**Run 1: register map, names as in the netlist**

(2 px per um) Other sequential cells in the stronger gray, the rest of the logic in the fainter gray.
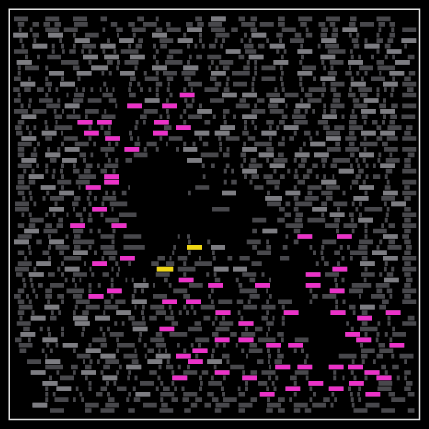
**Run 1: signal wires by layer**

(2 px per um)
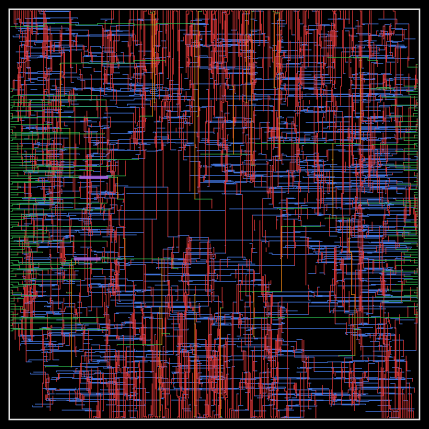
**Run 1: track usage over the die**

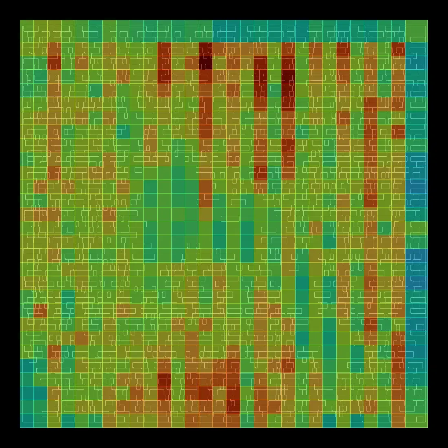
**Run 1: met4 routing**

(2 px per um)
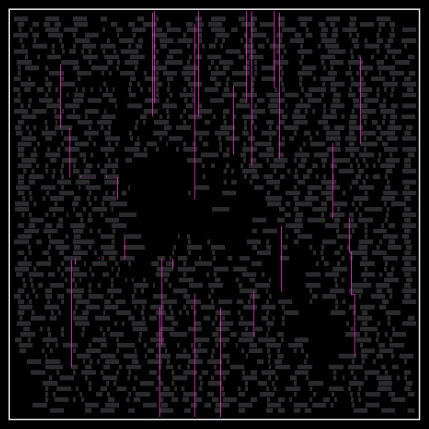
==> src/rtl/ksa_mp_add_seq.sv <==
// ksa_mp_add_seq
//   Multi-precision add sequencer placed in front of a combinational W-bit
//   adder. Operand word pairs arrive least-significant word first. Each word
//   is held in an operand register (stage 1) that drives the adder. The adder
//   result is captured into an output register (stage 2). The carry of each
//   word feeds the carry-in of the next word of the same operation.
//   One operation is NWORDS words. Throughput is one word per clock.
//
// Ports
//   clk, rst             clock; synchronous active-high reset
//   in_valid/in_ready    operand stream handshake
//   in_a, in_b, in_cin   operand words; in_cin is sampled only on word 0
//   add_x, add_y,        to the adder (add_x/add_y are the operand register)
//   add_cin
//   add_sum, add_cout    from the adder (combinational from add_x/y/cin)
//   out_valid/out_ready  result stream handshake
//   out_sum, out_idx,    result word, its index (0 = LS word), last flag and
//   out_last, out_cout   final carry (non-zero only with out_last)
//   busy                 an operation is partially accepted or still in flight
module ksa_mp_add_seq #(
  parameter int W      = 64,
  parameter int NWORDS = 4,
  parameter int IDX_W  = 2
) (
  input  logic             clk,
  input  logic             rst,
  input  logic             in_valid,
  output logic             in_ready,
  input  logic [W-1:0]     in_a,
  input  logic [W-1:0]     in_b,
  input  logic             in_cin,
  output logic [W-1:0]     add_x,
  output logic [W-1:0]     add_y,
  output logic             add_cin,
  input  logic [W-1:0]     add_sum,
  input  logic             add_cout,
  output logic             out_valid,
  input  logic             out_ready,
  output logic [W-1:0]     out_sum,
  output logic [IDX_W-1:0] out_idx,
  output logic             out_last,
  output logic             out_cout,
  output logic             busy
);

  localparam logic [IDX_W-1:0] LAST_IDX = IDX_W'(NWORDS - 1);

  // Busy decode: IDLE only when no word is counted or held anywhere.
  localparam logic [0:0] ST_IDLE   = 1'b0;
  localparam logic [0:0] ST_ACCEPT = 1'b1;

  // Stage 1: operand register
  logic [W-1:0]     op_a_q, op_a_d;
  logic [W-1:0]     op_b_q, op_b_d;
  logic             op_cin_q, op_cin_d;
  logic [IDX_W-1:0] op_idx_q, op_idx_d;
  logic             op_first_q, op_first_d;
  logic             op_vld_q, op_vld_d;

  // Stage 2: output register
  logic [W-1:0]     out_sum_q, out_sum_d;
  logic [IDX_W-1:0] out_idx_q, out_idx_d;
  logic             out_last_q, out_last_d;
  logic             out_cout_q, out_cout_d;
  logic             out_valid_q, out_valid_d;

  // Carry of the last word moved into stage 2, and input word counter
  logic             carry_q, carry_d;
  logic [IDX_W-1:0] in_idx_q, in_idx_d;

  logic             adv;
  logic             in_xfer;
  logic             op_last;
  logic             in_first;
  logic [0:0]       state;

  // Stage 1 may move on when stage 2 is empty or being emptied this cycle,
  // which gives bubble-free flow under continuous out_ready.
  assign adv      = op_vld_q && (!out_valid_q || out_ready);
  assign in_ready = !op_vld_q || adv;
  assign in_xfer  = in_valid && in_ready;
  assign op_last  = (op_idx_q == LAST_IDX);
  assign in_first = (in_idx_q == '0);

  // Word 0 takes the operation carry-in; later words take the chained carry.
  assign add_x   = op_a_q;
  assign add_y   = op_b_q;
  assign add_cin = op_first_q ? op_cin_q : carry_q;

  assign out_valid = out_valid_q;
  assign out_sum   = out_sum_q;
  assign out_idx   = out_idx_q;
  assign out_last  = out_last_q;
  assign out_cout  = out_cout_q;

  always_comb begin
    state = (in_first && !op_vld_q && !out_valid_q) ? ST_IDLE : ST_ACCEPT;
  end

  assign busy = (state == ST_ACCEPT);

  // NOTE: every next-state variable gets its hold value first, so no path
  // through this block leaves one unassigned and no latch is inferred.
  always_comb begin
    op_a_d      = op_a_q;
    op_b_d      = op_b_q;
    op_cin_d    = op_cin_q;
    op_idx_d    = op_idx_q;
    op_first_d  = op_first_q;
    op_vld_d    = op_vld_q;
    out_sum_d   = out_sum_q;
    out_idx_d   = out_idx_q;
    out_last_d  = out_last_q;
    out_cout_d  = out_cout_q;
    out_valid_d = out_valid_q;
    carry_d     = carry_q;
    in_idx_d    = in_idx_q;

    if (in_xfer) begin
      op_a_d     = in_a;
      op_b_d     = in_b;
      op_idx_d   = in_idx_q;
      op_first_d = in_first;
      op_cin_d   = in_first ? in_cin : 1'b0;
      op_vld_d   = 1'b1;
      in_idx_d   = (in_idx_q == LAST_IDX) ? '0 : in_idx_q + IDX_W'(1);
    end else if (adv) begin
      op_vld_d = 1'b0;
    end

    if (adv) begin
      out_sum_d   = add_sum;
      out_idx_d   = op_idx_q;
      out_last_d  = op_last;
      // The carry out of the top word leaves only through out_cout.
      out_cout_d  = op_last & add_cout;
      carry_d     = add_cout;
      out_valid_d = 1'b1;
    end else if (out_valid_q && out_ready) begin
      out_valid_d = 1'b0;
    end
  end

  // NOTE: sequential state uses non-blocking assignments so every register
  // samples the pre-edge values; datapath registers are reset as well because
  // the outputs are required to read 0 after reset.
  always_ff @(posedge clk) begin
    if (rst) begin
      op_a_q      <= '0;
      op_b_q      <= '0;
      op_cin_q    <= 1'b0;
      op_idx_q    <= '0;
      op_first_q  <= 1'b0;
      op_vld_q    <= 1'b0;
      out_sum_q   <= '0;
      out_idx_q   <= '0;
      out_last_q  <= 1'b0;
      out_cout_q  <= 1'b0;
      out_valid_q <= 1'b0;
      carry_q     <= 1'b0;
      in_idx_q    <= '0;
    end else begin
      op_a_q      <= op_a_d;
      op_b_q      <= op_b_d;
      op_cin_q    <= op_cin_d;
      op_idx_q    <= op_idx_d;
      op_first_q  <= op_first_d;
      op_vld_q    <= op_vld_d;
      out_sum_q   <= out_sum_d;
      out_idx_q   <= out_idx_d;
      out_last_q  <= out_last_d;
      out_cout_q  <= out_cout_d;
      out_valid_q <= out_valid_d;
      carry_q     <= carry_d;
      in_idx_q    <= in_idx_d;
    end
  end

endmodule

==> config.mk <==
export PLATFORM = sky130hd
export DESIGN_NAME = ksa_mp_add_seq
export DESIGN_NICKNAME = d
export VERILOG_FILES = /design/src/rtl/ksa_mp_add_seq.sv
export SDC_FILE = /design/constraint.sdc
export NUM_CORES = 1
export LEC_CHECK = 0
export CAP_MARGIN = 20
export CELL_PAD_IN_SITES_DETAIL_PLACEMENT = 2
export CELL_PAD_IN_SITES_GLOBAL_PLACEMENT = 2
export CORE_UTILIZATION = 19
export DETAILED_ROUTE_END_ITERATION = 8
export GPL_TIMING_DRIVEN = 0
export HOLD_SLACK_MARGIN = 0.06
export PLACE_DENSITY_LB_ADDON = 0.12
export SLEW_MARGIN = 10
export SYNTH_ARGS = -nofsm -noshare
export SYNTH_HDL_FRONTEND = slang
export SYNTH_SLANG_ARGS = --single-unit
==> constraint.sdc <==
create_clock -name clk -period 1.45 [get_ports clk]
set_clock_uncertainty 0.15 [all_clocks]
set_input_delay 0.2175 -clock clk [delete_from_list [all_inputs] [get_ports clk]]
set_output_delay 0.2175 -clock clk [all_outputs]
set_load 0.1 [all_outputs]
==> flow_summary.yaml, run 1 <==
# physical design summary
pwr:
  powerDensity_nw_per_um2: 1110
  top_power_group: "clock"
  seqPwrFrac: 0.340
  clk-power_mw: 7.11
  p_comb_frac: 0.279
  powerComb_mw: 5.19
  internal_power_mw: 12.5
  seq-power_mw: 6.34
  swShare: 0.331
route:
  drtIter0Drc: 237
  route.met2.wl_um: 20000
  wl_met3_um: 2820
  drc: 0
  wirelength_um: 40800
  ant_nets: 0
  first_pass_iters: 4
  highest_layer: "met5"
  vias_per_cell: 4.63
  vias: 9070
placed_design:
  gp_congestion: 0.725
  hpwl_um: 28100
timing:
  postLayoutSetupSlackWorst_ns: -0.448
  clock.fmax_ghz: 0.527
  slew_violations: 0
  slew_headroom: 0.569
  rsz0062_at_grt: "yes"
  finalHoldViolations: 0
  setup_viol: 228
  tightest_slew_ns: 0.646
global_route:
  grt_max_degree: 14
  antenna_found_initial: 3
  gr-usage-met3: 0.0628
  grt_overflow: 0
  grt.busiest_layer: "met2"
  grt_pass1_wl_um: 60900
final_layout:
  comb_cells: 621
  top_area_cell_class: "non-clock buffers"
  fill_cells: 4161
  final-clk-cell-share: 0.0567
  lay_top_count: "buf_12"
  regArea_sq_um: 4360
  syn2layout_area_growth_pct: 115
  sh_seq_area: 0.261
  flop-count: 205
  nets: 1611
  buffers: 549
  comb-cell-share: 0.204
  clock_buffers: 46
floorplanning:
  die_area_sq_um: 41800
  die_w_um: 204
  die_h_um: 204
  n_tap_cell: 525
  fp-row-count: 73
  initial_core_util: 0.194
synthesis:
  synthAdderAreaFrac: 0.00322
  top_area_cell: "dfxtp_1"
  synthFlopType: "dfxtp_1"
  synthAoiAreaFrac: 0.261
  async_flop_share: 0
  avgSynthCellArea_sq_um: 8.26
  mux_area_frac: 0.00289
  synthTopLogicFamily: "AND-OR/OR-AND gates"
  syn_inst: 942
  top_cells_by_area: "dfxtp_1 53%, a21oi_1 13%, nand3_1 13%, o21ai_0 12%, clkbuf_1 4.0%"
  yosysCellCount: 942
  ys_seq_frac: 0.528
  synth-xor-area-share: 0
  synth_top_cell_by_count: "dfxtp_1"
setup_path:
  crit_cells: 4
  crit_start: "out_valid$_SDFFE_PP0P_"
  endpoint_kind: "output pin"
  cp-start-kind: "flip-flop"
  crit_chain: "and3b_2 > inv_16 > buf_12 > buf_16"
  reg2reg_to: "add_x[25]$_SDFFE_PP0P_"
  path_buffers: 3
  cp.required_ns: 1.08
  critPathMaxStageDelay_ns: 0.35
clock_network:
  clk_transition_reported_paths_ns: 0.06
  cts_tree: "built"
  cts_sinks: 205
  cts_max_level: 1
  clockBufferDepth: 3
  root_buffer: "clkbuf_16"
outcome:
  outcome: "finished, violations left"
  violations: "setup timing"
flow_run:
  warnings: 30
  max_cap_violations: 0
-- 'register map, names as in the netlist' (at the start) --
| color | name in the netlist | placed flops |
|---|---|---|
| yellow | in_idx_q | 2 |
| magenta | add_x | 64 |
not colored: 139

-- 'signal wires by layer' (at the start) --
| color | layer | wire length |
|---|---|---|
| red | metal 2 | 20.0 mm |
| orange | metal 4 | 1060 um |
| blue | metal 1 | 16800 um |
| green | metal 3 | 2820 um |
| purple | metal 5 | 24.8 um |

-- 'track usage over the die' (at the start) --
GR Util met2: 0.319
gr usage total: 0.189
Layout Utilization: 0.417

-- 'met4 routing' (at the start) --
longest straight run: 87.7 um
wire length on this layer: 1060 um
share of all routed wire: 2.6%
main direction: vertical

==> run 1: state kept, by name, summed over array words and instances, names as in the netlist <==
signal,cells
op_idx_q,2
carry_q,1
out_sum,64
op_first_q,1
add_x,64
out_cout,1
add_y,64
op_vld_q,1
out_valid,1
out_last,1
out_idx,2
op_cin_q,1
in_idx_q,2
==> run 1: timing repair <==
item	4_1_cts	5_1_grt
cloned	0	6
hold endpoints to repair	14	0
resized	2020	257
setup endpoints to repair	405	405
setup buffers	16	13
hold buffers	14	0
pin swaps	3	81
==> run 1: how the worst min path moves through the flow <==
stage,startpoint,to,slack (ns),cells after the start
6_report,rst,in_idx_q[0]$_SDFFE_PP0P_,0.07,3
2_1_floorplan,in_a[37],add_x[37]$_SDFFE_PP0P_,0.21,2
3_5_place_dp,out_sum[3]$_SDFFE_PP0P_,out_sum[3]$_SDFFE_PP0P_,0.32,2
4_1_cts,in_b[16],add_y[16]$_SDFFE_PP0P_,0.06,3
5_1_grt,in_a[59],add_x[59]$_SDFFE_PP0P_,0.07,3
3_3_place_gp,add_y[58]$_SDFFE_PP0P_,add_y[58]$_SDFFE_PP0P_,0.31,2
==> run 1: metrics by stage <==
stage                util  hold slack, ns  total power [mW]  area [sq um]  worst slack, ns
floorplan               -           0.208              9.01          7930           -0.135
global placement    0.313           0.307              10.5         12500            -1.48
detailed placement  0.313           0.319              10.5         12500            -1.47
CTS                 0.403          0.0601              18.7         16200           -0.563
global route        0.417          0.0704              19.3         16700           -0.518
finish              0.417          0.0716              18.6         16700           -0.448
==> run 1: tightest hold or removal path, cell delays in order <==
cell      delay (ns)
clkbuf_1        0.23
nor2_1          0.14
mux2_2          0.14
==> run 1 -> run 2 <==
CORE_ASPECT_RATIO = 0.7   (was default)
CORE_UTILIZATION = 23   (was 19)
clock period = 2.4 ns   (was 1.45 ns; I/O delays follow)
**Run 2: zoomed window**

Window x 156 to 176, y 29 to 49 um. Cells in gray, sequential cells in the stronger gray; small squares are vias.
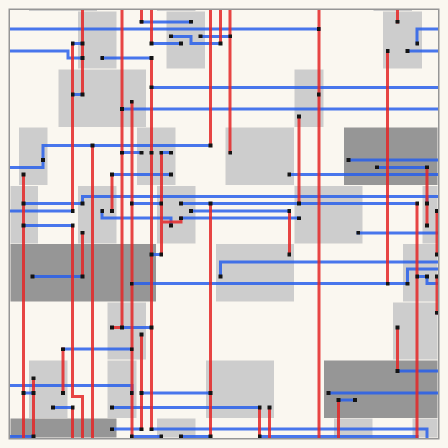
| color | layer |
|---|---|
| blue | metal 1 |
| red | metal 2 |
cells with their middle in the window: 22
sequential cells in the window: 3
netlist names of flops here include: add_x (3)

**Run 2: track usage over the die**

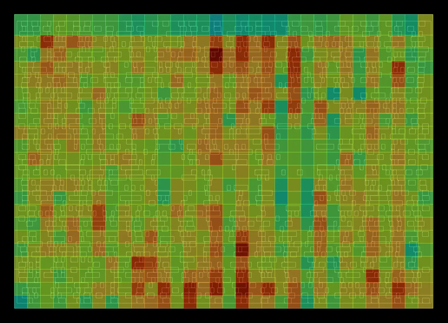
gr usage total: 0.215
GR Util met2: 0.356
GR peak layer: met2
WL per Instance: 21.1 um
Layout Utilization: 0.392

==> run 2 against run 1 <==
The run now ends clean. Setup slack improved by 0.52 ns. Synthesized area is the same. Flip-flop count stayed put. Combinational power down 53%. Sequential power shrank 42%. Via count decreased by 2.6%. Largest cell class unchanged. Largest power group unchanged.
==> flow_summary.yaml, run 2 <==
# physical design summary
global_route:
  grt_max_degree: 13
  antenna_found_initial: 6
  grt_pass1_wl_um: 57800
  gr-usage-met3: 0.0657
  grt_overflow: 0
clock_network:
  cts_sinks: 205
  clockBufferDepth: 3
  cts_tree: "built"
  holdBufCountCts: 0
  cts_max_level: 1
  clk_transition_reported_paths_ns: 0.06
  root_buffer: "clkbuf_16"
synthesis:
  top_area_cell: "dfxtp_1"
  synthAoiAreaFrac: 0.261
  synth_top_area_share: 0.528
  avgSynthCellArea_sq_um: 8.26
  synthTopLogicFamily: "AND-OR/OR-AND gates"
  syn_inst: 942
  top_cells_by_area: "dfxtp_1 53%, a21oi_1 13%, nand3_1 13%, o21ai_0 12%, clkbuf_1 4.0%"
  synth-xor-area-share: 0
  yosysCellCount: 942
  async_flop_share: 0
  ys_seq_frac: 0.528
  synthAdderAreaFrac: 0.00322
  synth_top_cell_by_count: "dfxtp_1"
  mux_area_frac: 0.00289
  synthFlopType: "dfxtp_1"
timing:
  slew_violations: 0
  whs_ns: 0.140
  postLayoutSetupSlackWorst_ns: 0.0766
  clock.fmax_ghz: 0.430
  rsz0062_at_grt: "no"
  finalHoldViolations: 0
  tightest_slew_ns: 1.11
  setup_viol: 0
  slew_headroom: 0.261
route:
  highest_layer: "met5"
  wl_met1_um: 17200
  drtIter0Drc: 315
  first_pass_iters: 5
  ant_nets: 0
  drc: 0
  wl_met3_um: 2530
  wirelength_um: 38200
  route.met2.wl_um: 17800
  vias_per_cell: 4.89
  vias: 8831
pwr:
  internal_power_mw: 6.59
  p_comb_frac: 0.243
  swShare: 0.344
  seqPwrFrac: 0.366
  p_total_mw: 10.0
  powerDensity_nw_per_um2: 781
  peakVddDrop_v: 0.000425
placed_design:
  dp_slack_ns: -0.895
  dpl-instance-area_sq_um: 12300
  hpwl_um: 28400
  gp_congestion: 0.789
floorplanning:
  die_h_um: 156
  fp-row-count: 55
  initial_core_util: 0.237
  die_w_um: 222
  die_area_sq_um: 34600
setup_path:
  path_buffers: 1
  reg2reg_to: "out_sum[56]$_SDFFE_PP0P_"
  cp-start-kind: "flip-flop"
  endpoint_kind: "output pin"
  critPathMaxStageDelay_ns: 0.95
  path_class: "flip-flop to output pin"
  critPathSlowestCell: "dlygate4sd2_1"
  cp.required_ns: 1.89
  crit_start: "add_x[57]$_SDFFE_PP0P_"
  crit_chain: "dlygate4sd2_1"
  reg2reg_from: "out_valid$_SDFFE_PP0P_"
  crit_cells: 1
final_layout:
  syn2layout_area_growth_pct: 65.5
  drive_gt1_frac: 0.0544
  lay_top_count: "dfxtp_1"
  nets: 1562
  fin_area_sq_um: 12900
outcome:
  outcome: "finished clean"
flow_run:
  warnings: 27
  max_cap_violations: 0
**Run 2: routed clock nets over the placement**

(1 px per um)
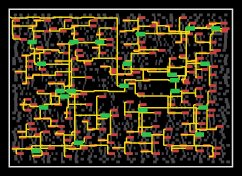
[yellow] clock wires | length: 3400 um
[red] flip-flops | count: 205
[green] clock drivers | count: 24
flops lie: spread over the die
routed clock nets: 25
clk ins delay skew pair: 0.52 ns
clock-net power: 3.93 mW
part of the power in the clock network: 0.391

## run 2: cell counts after synthesis
No cell type changed its count.
## run 2: timing repair
item,CTS,global route
setup endpoints to repair,200,2
resized,218,1
setup buffers,0,0
pin swaps,0,0
## run 2: power groups by stage
stage | registers (mW) | logic [mW] | clock network, mW
floorplan | 5.00 | 0.420 | 0
global placement | 3.75 | 2.55 | 0
detailed placement | 3.76 | 2.57 | 0
CTS | 3.68 | 2.46 | 4.06
global route | 3.70 | 2.55 | 4.22
finish | 3.68 | 2.44 | 3.93
## run 2: layout make-up
cell class	instances	area, sq um
fillers	3753	20000
diodes	1	2.50
repair buffers	395	3720
clock buffers	34	719
well taps	427	534
multi-input cells	621	3140
plain buffers	110	507
flip-flops and latches	205	4100
clock inverters	9	123
inverters	5	23.8
## run 2: cells by family (layout without fill, tap and decap cells)
kind of cell,Yosys count,count (layout)
AOI/OAI and AO/OA,406,406
adders and majority gates,2,2
buffers and inverters,116,553
DFF,205,205
muxes,2,2
other,0,1
and+or+nand+nor,211,211
## run 2: worst min path at each step
stage | startpoint | to | slack [ns] | cells after the start
floorplan | op_cin_q$_SDFFE_PP0P_ | op_cin_q$_SDFFE_PP0P_ | 0.30 | 2
global placement | add_x[62]$_SDFFE_PP0P_ | add_x[62]$_SDFFE_PP0P_ | 0.31 | 2
detailed placement | add_x[43]$_SDFFE_PP0P_ | add_x[43]$_SDFFE_PP0P_ | 0.32 | 2
CTS | rst | in_idx_q[0]$_SDFFE_PP0P_ | 0.13 | 3
global route | rst | in_idx_q[0]$_SDFFE_PP0P_ | 0.15 | 3
finish | rst | in_idx_q[0]$_SDFFE_PP0P_ | 0.14 | 3
Power is estimated from default activity; no workload was simulated.
